Metal 1:
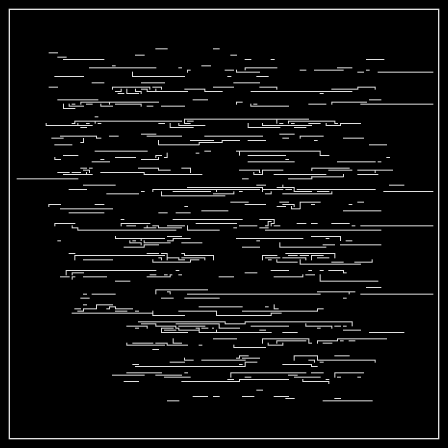
M2 wires:
Bar = 20 um. Cells faint in the background.
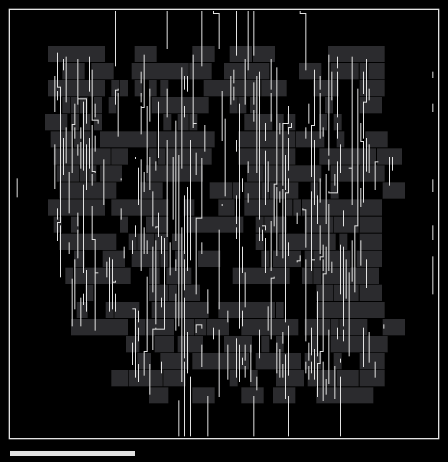
Met3 routing:
Bar = 20 um.
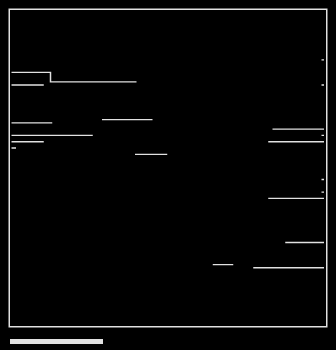
--- src/rtl/serial_subtractor_if.sv ---
// Start/done handshake and operand/result bundle for serial_subtractor.
// master = control side driving operands; slave = the subtractor.
interface serial_subtractor_if #(
    parameter int unsigned WIDTH = 8
) ();
    logic             start;
    logic [WIDTH-1:0] a;
    logic [WIDTH-1:0] b;
    logic             busy;
    logic             done;
    logic [WIDTH-1:0] diff;
    logic             borrow_out;
    logic             overflow;

    modport master (
        output start, a, b,
        input  busy, done, diff, borrow_out, overflow
    );

    modport slave (
        input  start, a, b,
        output busy, done, diff, borrow_out, overflow
    );
endinterface

--- src/rtl/serial_subtractor.sv ---
// Bit-serial two's-complement subtractor (diff = a - b), one bit per clock, LSB first.
// Optional signed-overflow flag enabled by defining SERSUB_OVF_EN.
module serial_subtractor #(
    parameter int unsigned WIDTH = 8
) (
    input logic                clk,
    input logic                rst_n,
    serial_subtractor_if.slave bus
);
    localparam int unsigned CntW = $clog2(WIDTH) + 1;

    typedef enum logic [1:0] {
        StIdle,
        StRun,
        StDone
    } state_e;

    state_e            state_q, state_d;
    logic [WIDTH-1:0]  sa_q, sb_q, diff_q;
    logic [CntW-1:0]   cnt_q;
    logic              bor_q;
    logic              accept, last_bit, d_bit, bor_next;

    always_comb begin
        accept   = (state_q == StIdle) && bus.start;
        last_bit = (state_q == StRun) && (cnt_q == CntW'(WIDTH - 1));
        // Full-subtractor cell on the current LSBs.
        d_bit    = sa_q[0] ^ sb_q[0] ^ bor_q;
        bor_next = (~sa_q[0] & sb_q[0]) | (~(sa_q[0] ^ sb_q[0]) & bor_q);
    end

    always_ff @(posedge clk or negedge rst_n) begin
        if (!rst_n) begin
            state_q <= StIdle;
        end else begin
            state_q <= state_d;
        end
    end

    always_comb begin
        state_d = state_q;
        case (state_q)
            StIdle:  if (bus.start) state_d = StRun;
            StRun:   if (last_bit) state_d = StDone;
            StDone:  state_d = StIdle;
            default: state_d = StIdle;
        endcase
    end

    always_ff @(posedge clk or negedge rst_n) begin
        if (!rst_n) begin
            sa_q   <= '0;
            sb_q   <= '0;
            diff_q <= '0;
            cnt_q  <= '0;
            bor_q  <= 1'b0;
        end else if (accept) begin
            // diff is left alone here so the previous result stays visible until the first RUN edge.
            sa_q  <= bus.a;
            sb_q  <= bus.b;
            cnt_q <= '0;
            bor_q <= 1'b0;
        end else if (state_q == StRun) begin
            sa_q   <= sa_q >> 1;
            sb_q   <= sb_q >> 1;
            diff_q <= {d_bit, diff_q[WIDTH-1:1]};
            cnt_q  <= cnt_q + CntW'(1);
            bor_q  <= bor_next;
        end
    end

`ifdef SERSUB_OVF_EN
    logic ovf_q;

    // On the last bit sa_q[0]/sb_q[0] hold the captured operand MSBs and d_bit is the result MSB.
    always_ff @(posedge clk or negedge rst_n) begin
        if (!rst_n) begin
            ovf_q <= 1'b0;
        end else if (accept) begin
            ovf_q <= 1'b0;
        end else if (last_bit) begin
            ovf_q <= (sa_q[0] ^ sb_q[0]) & (d_bit ^ sa_q[0]);
        end
    end

    assign bus.overflow = ovf_q;
`else
    assign bus.overflow = 1'b0;
`endif

    assign bus.busy       = (state_q != StIdle);
    assign bus.done       = (state_q == StDone);
    assign bus.diff       = diff_q;
    assign bus.borrow_out = bor_q;
endmodule

--- src/flat_wrapper.sv ---
// flat-port wrapper written by rule: the top's interface ports become plain ports
module serial_subtractor_flat 
#(
    parameter int unsigned WIDTH = 8
)
  (clk, rst_n, bus_start, bus_a, bus_b, bus_busy, bus_done, bus_diff, bus_borrow_out, bus_overflow);
  serial_subtractor_if #(.WIDTH(WIDTH)) bus_i ();
  input logic clk;
  input logic rst_n;
  input wire logic [$bits(bus_i.start)-1:0] bus_start;
  input wire logic [$bits(bus_i.a)-1:0] bus_a;
  input wire logic [$bits(bus_i.b)-1:0] bus_b;
  output wire logic [$bits(bus_i.busy)-1:0] bus_busy;
  output wire logic [$bits(bus_i.done)-1:0] bus_done;
  output wire logic [$bits(bus_i.diff)-1:0] bus_diff;
  output wire logic [$bits(bus_i.borrow_out)-1:0] bus_borrow_out;
  output wire logic [$bits(bus_i.overflow)-1:0] bus_overflow;
  assign bus_i.start = bus_start;
  assign bus_i.a = bus_a;
  assign bus_i.b = bus_b;
  assign bus_busy = bus_i.busy;
  assign bus_done = bus_i.done;
  assign bus_diff = bus_i.diff;
  assign bus_borrow_out = bus_i.borrow_out;
  assign bus_overflow = bus_i.overflow;
  serial_subtractor #(.WIDTH(WIDTH)) u_core (.clk(clk), .rst_n(rst_n), .bus(bus_i));
endmodule
--- config.mk ---
export PLATFORM = sky130hd
export DESIGN_NAME = serial_subtractor_flat
export DESIGN_NICKNAME = d
export VERILOG_FILES = /design/src/rtl/serial_subtractor_if.sv /design/src/rtl/serial_subtractor.sv /design/src/flat_wrapper.sv
export SDC_FILE = /design/constraint.sdc
export NUM_CORES = 1
export LEC_CHECK = 0
export CORE_MARGIN = 5
export CORE_UTILIZATION = 47
export DETAILED_ROUTE_END_ITERATION = 12
export GPL_TIMING_DRIVEN = 0
export PLACE_DENSITY_LB_ADDON = 0.08
export RECOVER_POWER = 25
export SYNTH_ARGS = -nofsm -noshare
export SYNTH_HDL_FRONTEND = slang
export SYNTH_SLANG_ARGS = --single-unit
--- constraint.sdc ---
create_clock -name clk -period 2.05 [get_ports clk]
set_input_delay 0.41 -clock clk [delete_from_list [all_inputs] [get_ports clk]]
set_output_delay 0.41 -clock clk [all_outputs]
set_load 0.02 [all_outputs]
==> flow_summary.json <==
{
  "status": "finished, violations left",
  "violations": "max-capacitance violations, max-slew violations",
  "rrSetupSlack_ps": 640,
  "numClockSinks": 31,
  "drive_gt1_share_pct": 26.5,
  "finalCriticalPeriod_ps": 1810,
  "drc": 0,
  "finalCritPeriodShare_pct": 88.2,
  "clock_path_buffers": 2,
  "num_io_pins": 31,
  "cts_tree": "yes",
  "die_h_um": 68.2,
  "xor_share_pct": 0.550,
  "synth_warnings": 0,
  "yosys_cells": 152,
  "drv_slew": 32,
  "syn-num-nets": 173,
  "htree_levels": 2,
  "cp_max_fo": 7,
  "path_buffers": 1,
  "fmax_mhz": 553,
  "hold_buffers": 0,
  "grt_antenna_before_repair": 0,
  "maxCapViolCount": 1,
  "top_cell": "nand2_1",
  "first_iter_violations": 32,
  "drtAntennaViolNets": 0,
  "ys.flops": 31,
  "ys_seq_share_pct": 48.7,
  "fin_ws_ps": 242,
  "final_nets": 209,
  "path_cells": "or2_2, dlygate4sd2_1",
  "slowest_stage": "dfrtp_1",
  "area_leaders": "dfrtp_1, nand2_1, a31oi_2, nor2_4, nand3_2"
}
Back to the opening pictures, 'metal 1':
longest straight run: 21.2 um
wire length on this layer: 1480 um
nets with wire on the layer: 175
share of all routed wire: 45%
main direction: horizontal

Back to the opening pictures, 'M2 wires':
nets with wire on the layer: 179
main direction: vertical
wire length on this layer: 1660 um

Back to the opening pictures, 'met3 routing':
nets with wire on the layer: 18
main direction: horizontal
share of all routed wire: 4.5%
wire length on this layer: 148 um
longest straight run: 18.4 um
final WL: 3300 um
met3 usage: 5.91%

[power groups by stage]
stage | clock network, W | logic, W | registers, W
after CTS | 0.000515 | 0.00142 | 0.00110
final | 0.000499 | 0.00139 | 0.00109
after floorplan | 0 | 0.000902 | 0.00116
after detailed placement | 0 | 0.00142 | 0.00110
after global routing | 0.000542 | 0.00154 | 0.00113
after global placement | 0 | 0.00138 | 0.00108
[flip-flops by register name (all words and copies together) (netlist names)]
signal and count:
u_core.sb_q 8, u_core.sa_q 8, u_core.bus.diff 8, u_core.cnt_q 4
u_core.bus.borrow_out 1, u_core.state_q 2
[per-layer routing]
metal | vias to the layer above | track usage [%] | share of wire [%] | wire [um]
li1 | 567 | - | - | -
met1 | 574 | 19.7 | 45 | 1480
met2 | 20 | 27.6 | 50 | 1660
met3 | 2 | 5.91 | 4.5 | 148
met4 | 0 | 3.72 | 0.45 | 15
met5 | - | 0 | 0 | 0
[cells in the final DEF (no fill, tap or decap), types with 2 or more instances in the layout]
master           instances
nand2_1                 58
dfrtp_1                 31
clkdlybuf4s50_1         26
a31oi_2                 12
nor2_4                  11
buf_2                    6
nand3_2                  6
clkbuf_4                 5
buf_6                    2
nor2_1                   2
nor3_1                   2
o21ai_1                  2
[final cells by class]
type	count	area (um^2)
Clock buffer	6	51.3
Fill cell	308	1290
Multi-Input combinational cell	109	718
Timing Repair Buffer	29	285
Inverter	1	3.75
Sequential cell	31	776
Tap cell	46	57.6
Clock inverter	2	35.0
Buffer	11	95.1
[per-stage QoR]
step / instances / hold slack, ps
2_1_floorplan: 152 / 114
3_3_place_gp: 227 / 461
3_5_place_dp: 227 / 472
4_1_cts: 235 / 493
5_1_grt: 235 / 522
6_report: 235 / 491
[repair_timing]
item	4_1_cts	5_1_grt
cloned	0	0
setup endpoints to repair	1	1
resized	1	1
